## config.mk

```make
export PLATFORM = sky130hd
export DESIGN_NAME = muldiv_seq
export DESIGN_NICKNAME = d
export VERILOG_FILES = /design/src/rtl/muldiv_seq.sv
export SDC_FILE = /design/constraint.sdc
export NUM_CORES = 1
export LEC_CHECK = 0
export ABC_AREA = 1
export CAP_MARGIN = 20
export CORE_ASPECT_RATIO = 0.7
export CORE_MARGIN = 2
export CORE_UTILIZATION = 36
export CTS_BUF_LIST = sky130_fd_sc_hd__clkbuf_8
export DETAILED_ROUTE_END_ITERATION = 10
export HOLD_SLACK_MARGIN = 0.15
export PLACE_DENSITY_LB_ADDON = 0.08
export SYNTH_ARGS = -nofsm -noshare
export SYNTH_HDL_FRONTEND = slang
export SYNTH_SLANG_ARGS = --single-unit
```

## constraint.sdc

```tcl
create_clock -name CLK -period 2.8 [get_ports CLK]
set_clock_uncertainty 0.1 [all_clocks]
set_input_delay 0.56 -clock CLK [delete_from_list [all_inputs] [get_ports CLK]]
set_output_delay 0.56 -clock CLK [all_outputs]
set_load 0.1 [all_outputs]
```

## src/rtl/muldiv_seq.sv

```systemverilog
// HI/LO owner for the EX stage: iterative MULT/MULTU/DIV/DIVU over 32 cycles,
// single-cycle MTHI/MTLO, and a combinational stall for HI/LO users while busy.
module muldiv_seq (
   input  logic        CLK,
   input  logic        RST,
   input  logic        start,
   input  logic [5:0]  func,
   input  logic [31:0] opa,
   input  logic [31:0] opb,
   input  logic        flush,
   output logic [31:0] HI,
   output logic [31:0] LO,
   output logic        busy,
   output logic        stall,
   output logic        done,
   output logic        dz
);

   localparam logic [5:0] F_MTHI  = 6'h11;
   localparam logic [5:0] F_MTLO  = 6'h13;
   localparam logic [5:0] F_MULT  = 6'h18;
   localparam logic [5:0] F_MULTU = 6'h19;
   localparam logic [5:0] F_DIV   = 6'h1A;
   localparam logic [5:0] F_DIVU  = 6'h1B;

   typedef enum logic [1:0] {IDLE, CALC, FIX} state_t;

   state_t      state_q, state_d;
   logic [31:0] hi_q, hi_d, lo_q, lo_d;
   logic [4:0]  cnt_q, cnt_d;
   logic [32:0] acc_q, acc_d;   // mul: upper product half; div: partial remainder
   logic [31:0] q_q, q_d;       // mul: multiplier; div: dividend/quotient
   logic [31:0] b_q, b_d;       // |multiplicand| or |divisor|
   logic [31:0] a_q, a_d;       // original opa, returned in HI on divide-by-zero
   logic        div_q, div_d, sa_q, sa_d, sb_q, sb_d;
   logic        done_q, done_d, dz_q, dz_d;

   logic        sa_new, sb_new;
   logic [31:0] abs_a, abs_b;
   logic [32:0] mul_sum;
   logic [33:0] div_diff;
   logic [63:0] prod, prod_fix;
   logic [31:0] quo_fix, rem_fix;

   // Signed ops (even func codes) work on magnitudes; 0x80000000 stays 0x80000000.
   assign sa_new = ~func[0] & opa[31];
   assign sb_new = ~func[0] & opb[31];
   assign abs_a  = sa_new ? -opa : opa;
   assign abs_b  = sb_new ? -opb : opb;

   assign mul_sum  = {1'b0, acc_q[31:0]} + (q_q[0] ? {1'b0, b_q} : 33'd0);
   assign div_diff = {acc_q, q_q[31]} - {2'b00, b_q};

   assign prod     = {acc_q[31:0], q_q};
   assign prod_fix = (sa_q ^ sb_q) ? -prod : prod;
   assign quo_fix  = (sa_q ^ sb_q) ? -q_q : q_q;
   assign rem_fix  = sa_q ? -acc_q[31:0] : acc_q[31:0];

   assign busy  = (state_q != IDLE);
   assign stall = start & busy & ((func[5:2] == 4'b0100) | (func[5:2] == 4'b0110));
   assign HI    = hi_q;
   assign LO    = lo_q;
   assign done  = done_q;
   assign dz    = dz_q;

   always_comb begin
      state_d = state_q;
      hi_d    = hi_q;
      lo_d    = lo_q;
      cnt_d   = cnt_q;
      acc_d   = acc_q;
      q_d     = q_q;
      b_d     = b_q;
      a_d     = a_q;
      div_d   = div_q;
      sa_d    = sa_q;
      sb_d    = sb_q;
      done_d  = 1'b0;
      dz_d    = 1'b0;
      case (state_q)
         IDLE: begin
            if (start && !flush) begin
               case (func)
                  F_MTHI: hi_d = opa;
                  F_MTLO: lo_d = opa;
                  F_MULT, F_MULTU, F_DIV, F_DIVU: begin
                     sa_d    = sa_new;
                     sb_d    = sb_new;
                     q_d     = abs_a;
                     b_d     = abs_b;
                     a_d     = opa;
                     acc_d   = '0;
                     cnt_d   = '0;
                     div_d   = func[1];
                     state_d = CALC;
                  end
                  default: ;
               endcase
            end
         end
         CALC: begin
            if (flush) begin
               state_d = IDLE;
            end else begin
               if (div_q) begin
                  if (!div_diff[33]) begin
                     acc_d = div_diff[32:0];
                     q_d   = {q_q[30:0], 1'b1};
                  end else begin
                     acc_d = {acc_q[31:0], q_q[31]};
                     q_d   = {q_q[30:0], 1'b0};
                  end
               end else begin
                  acc_d = {1'b0, mul_sum[32:1]};
                  q_d   = {mul_sum[0], q_q[31:1]};
               end
               cnt_d = cnt_q + 5'd1;
               if (cnt_q == 5'd31) state_d = FIX;
            end
         end
         FIX: begin
            state_d = IDLE;
            if (!flush) begin
               done_d = 1'b1;
               if (!div_q) begin
                  {hi_d, lo_d} = prod_fix;
               end else if (b_q == '0) begin
                  lo_d = '1;
                  hi_d = a_q;
                  dz_d = 1'b1;
               end else begin
                  lo_d = quo_fix;
                  hi_d = rem_fix;
               end
            end
         end
         default: state_d = IDLE;
      endcase
   end

   always_ff @(posedge CLK or negedge RST) begin
      if (!RST) begin
         state_q <= IDLE;
         hi_q    <= '0;
         lo_q    <= '0;
         cnt_q   <= '0;
         acc_q   <= '0;
         q_q     <= '0;
         b_q     <= '0;
         a_q     <= '0;
         div_q   <= 1'b0;
         sa_q    <= 1'b0;
         sb_q    <= 1'b0;
         done_q  <= 1'b0;
         dz_q    <= 1'b0;
      end else begin
         state_q <= state_d;
         hi_q    <= hi_d;
         lo_q    <= lo_d;
         cnt_q   <= cnt_d;
         acc_q   <= acc_d;
         q_q     <= q_d;
         b_q     <= b_d;
         a_q     <= a_d;
         div_q   <= div_d;
         sa_q    <= sa_d;
         sb_q    <= sb_d;
         done_q  <= done_d;
         dz_q    <= dz_d;
      end
   end

endmodule
```

==> job_summary.md <==
## Synthesis and layout report

| Metric | Value |
|---|---|
| Status | `complete, no violations` |
| Power per cell area | `between 900 and 1000 nW/µm²` |
| Top area cell types | `dfrtp_1, nand2_1, nor2_1` |
| WP data required | `3.19 ns` |
| Post-route ant nets | `0` |
| Net Sw Frac | `0.551` |
| DRT iter0 DRCs | `2860` |
| Storage element area | `slightly above 5000 µm²` |
| Leakage power | `0.0128 µW` |
| Avg Cell Area, Syn | `5.95 µm²` |
| Finished Layout Cells | `4432` |
| Synth Seq Share | `0.265` |
| Maxcap violations | `0` |
| Slew @ Worst Pin | `0.797 ns` |
| Most frequent CP cell | `buf_4` |
| # clock sinks | `205` |
| Net Switching | `13700 µW` |
| Row count | `~71` |
| CTS HTree Levels | `2` |
| Insertion Delay late pin | `0.64 ns` |
| Area Growth Syn to Fin | `30.0%` |
| Worst path max stage delay | `0.48 ns` |
| Routed WL | `97400 µm` |
| Final Wtd Congestion | `0.999` |
| FF-to-FF setup slack | `around 0.034 ns` |
| Via count | `approximately 24000` |
| HP Class | `in2async` |
| Internal power | `11100 µW` |
| # setup viols final | `0` |
| Worst Path Buf+Inv | `6` |
| Crit path time final | `2.77 ns` |
| CTS tree | `done` |
| CP delay by family, top | `buffers and inverters` |
| Gate power share | `0.687` |
| Mapped Cells | `between 3000 and 4000` |
| Distinct cell type count after synthesis | `48` |
| Syn. warnings | `0` |
| Worst setup SP type | `flop` |
| R2R cell count | `14` |
| Max_slew headroom | `0.469` |
| DR vias/cell | `5.38` |
| Post-synth EDFFs | `0` |
| CP Class | `reg2reg` |
| Comb. cell area | `12600 µm²` |
| Largest net degree at the start of global routing | `74` |
| Final slew viol count | `0` |
| Die area | `around 56000 µm²` |
| Post-synth top flop | `dfrtp_1` |
| Clock network power share | `0.135` |
| Critical path arrival | `3.15 ns` |
| Sequential share of power | `0.179` |
| Dominant cell area share | `0.265` |
| Unrepaired setup endpoints after global routing | `true` |
| Share of cells above drive strength 1 | `0.175` |
| Clock Path Buffers | `3` |
| Root buf cell | `clkbuf_8` |
| Cycle use final | `0.988` |
| Hpwl dp | `between 80000 and 90000 µm` |
| Gr ovfl total | `0` |
| Inst Count DP | `4352` |
| Final Hold Violation Tally | `0` |
| Top cell type by total area after synthesis | `dfrtp_1` |
| Yosys reg bits | `205` |
| Yosys cell count | `between 3000 and 4000` |
| Fillers | `5716` |
| Vias in the first global route | `22000` |
| Nets | `3819` |
| Netlist area before placement | `approximately 19000 µm²` |
| Reg-to-Reg Start | `b_q[26]` |
| Worst Path Max Fanout | `9` |
| CTS Buf Count | `40` |
| DRC | `0` |
| Floorplan Nets | `3401` |
| Fmax | `362 MHz` |
| Reg2reg end | `LO[15]` |
| Ys async rst share | `1.00` |
| Tool Warnings | `29` |
| CP Cell Sequence | `clkinvlp_4, buf_4, nand4_1, nor2_1, buf_4, nand2_1, nor2_2, nand2_1, buf_4, buf_4, nand2_1, o21ai_0, buf_4, a21oi_1` |
| Tot GR Track Use | `0.349` |
| Slowest CP cell | `o21ai_0` |
| Wire length of the first global-routing pass | `approximately 140000 µm` |
| Clock-pin slew on the worst setup and hold paths | `~0.060 ns` |
| Worst setup EP type | `flop` |
[per-layer routing]
layer | share of wire | track usage
met3 | 0.14 | 0.126
met2 | 0.34 | 0.415
met1 | 0.51 | 0.572
met5 | 0.00045 | 0
met4 | 0.013 | 0.0545
[cells in the final DEF (no fill, tap or decap), drive strengths merged, types with 64 or more instances in the layout]
cell / n
nand2: 966
dfrtp: 205
buf: 417
nor2: 490
xor2: 64
ha: 70
nand3: 280
a21oi: 205
o21ai: 256
inv: 403
clkdlybuf4s50: 72
[sequential cells by signal (all words and copies together) (netlist names), 2 cells and up]
register,flops
acc_q,33
HI,32
LO,32
a_q,32
b_q,32
q_q,32
cnt_q,5
state_q,2
[kinds of logic after synthesis]
kind of cell,Yosys count,share of synthesized area
AND/OR/NAND/NOR,1840,0.395
AND-OR/OR-AND,543,0.151
buffers and inverters,508,0.102
flip-flops,205,0.265
XOR/XNOR,87,0.0394
adder cells (fa/ha/maj),72,0.0473
[synthesized netlist by cell type, drive strengths merged (4+ instances only)]
cell type and instances:
a21boi 4, a21oi 205, a22oi 20, a31oi 27, buf 39, clkbuf 75, dfrtp 205, ha 70
inv 394, nand2 966, nand3 280, nand3b 9, nand4 39, nor2 490, nor3 38, nor4 7
o211ai 6, o21a 6, o21ai 256, o21bai 7, or2 10, xnor2 23, xor2 64
[power by group through the flow]
stage / Combinational (µW) / Clock, µW / Sequential, µW
global route: 18300 / 3540 / 4510
finish: 17000 / 3340 / 4430
global placement: 16100 / 0 / 4430
CTS: 16100 / 3400 / 4400
floorplan: 7740 / 0 / 6270
detailed placement: 16100 / 0 / 4440
[cell type report]
type	instances	share of cell area
multi-input combinational	2542	0.503
timing repair buffer	490	0.164
sequential	205	0.204
antenna	2	0.000199
inverter	394	0.0591
clock inverter	19	0.00587
tap	730	0.0363
clock buffer	50	0.0274
[how the worst max path moves through the flow]
| stage | startpoint | to | slack [ns] | cells past startpoint |
|---|---|---|---|---|
| floorplan | q_q[0] | acc_q[29] | 0.1 | 21 |
| global placement | opb[0] | b_q[24] | -0.30 | 13 |
| detailed placement | opb[0] | b_q[24] | -0.29 | 13 |
| CTS | b_q[13] | acc_q[12] | 0.004 | 17 |
| global route | b_q[26] | acc_q[27] | -0.08 | 15 |
| finish | b_q[26] | LO[15] | 0.03 | 14 |
[what timing repair did]
item | 4_1_cts | 5_1_grt
endpoints found under the hold margin | 123 | 0
endpoints found under the setup margin | 1 | 54
hold buffers | 1 | 0
resized | 1 | 122
pin swaps | 0 | 5
buffers inserted | 0 | 8
[stage by stage]
step,power (µW),cell area [µm²],worst slack (ns),TNS (ns),hold WS [ns]
floorplan,14000,19400,0.0954,0,0.164
global placement,20500,23800,-0.304,-0.418,0.367
detailed placement,20500,23800,-0.285,-0.359,0.373
CTS,23900,24700,0.00421,0,0.328
global route,26400,25100,-0.0806,-0.108,0.352
finish,24800,25100,0.0340,0,0.346
==> images/util_map.png <==
The bar under the picture is 100 µm long. 28 x 20 tiles, from black (low) to pale yellow (high), 0 to 100% covered.
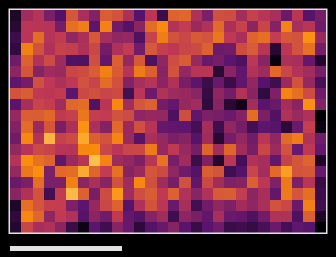
nearly empty tiles = 0.40%
densest ninth of the die = middle left
mean over tiles = 44%
tiles over 75% full = 2.1%
fullest tile = 86%
utilization after layout: 0.471
initial core utilization: 0.362
core area: 53400 µm²

==> images/class_map.png <==
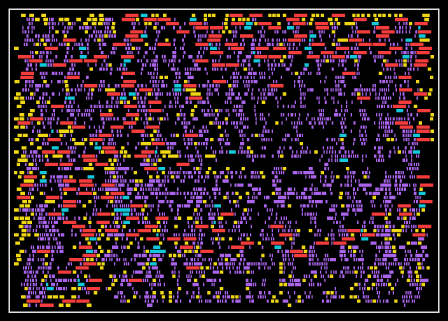
remaining buffers and delay cells -> yellow  # cells 490
registers -> red  # cells 205
clock drivers and dummy loads -> cyan  # cells 69
remaining logic cells -> purple  # cells 2936
final instance area: 25100 µm²
Seq/total area: 0.204

==> images/congestion_map.png <==
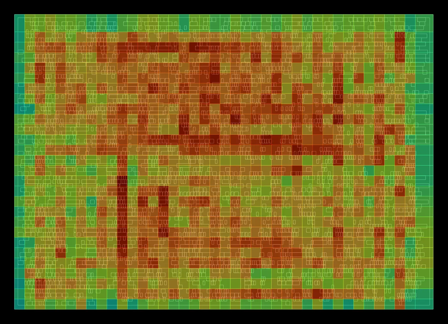
GR Util met2: 0.415
WL/cell: 22.0 µm
GRT busiest layer: met1
met3 Usage GRT: 0.126
met1 Use GR: 0.572

==> images/floorplan.png <==
The bar under the picture is 100 µm long. Pins as bars on the die edge.
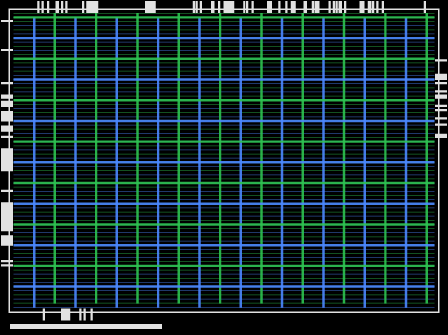
VDD -> green
VSS -> blue
met5 straps = 14
met1 rails = 72
met4 straps = 20
Chip Height: 198 µm
Max VDD drop: 0.400 mV
Die Width: 281 µm

==> images/port_trees.png <==
The bar under the picture is 100 µm long.
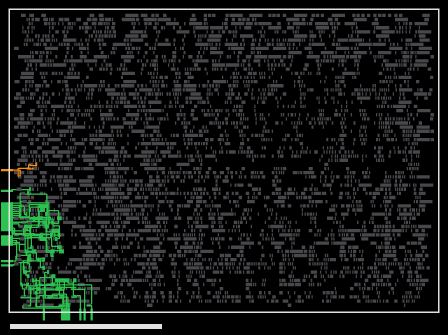
opb -> green  # bits 32, direction input, edge 22 left, 10 bottom, end cells 69, buffers 33, wire 1290 µm
busy -> orange  # bits 1, direction output, edge left, end cells 1, buffers 1, wire 33.7 µm
I/O Buffers: 141
I/O pin count: 142

Power and IR drop assume default switching activity.
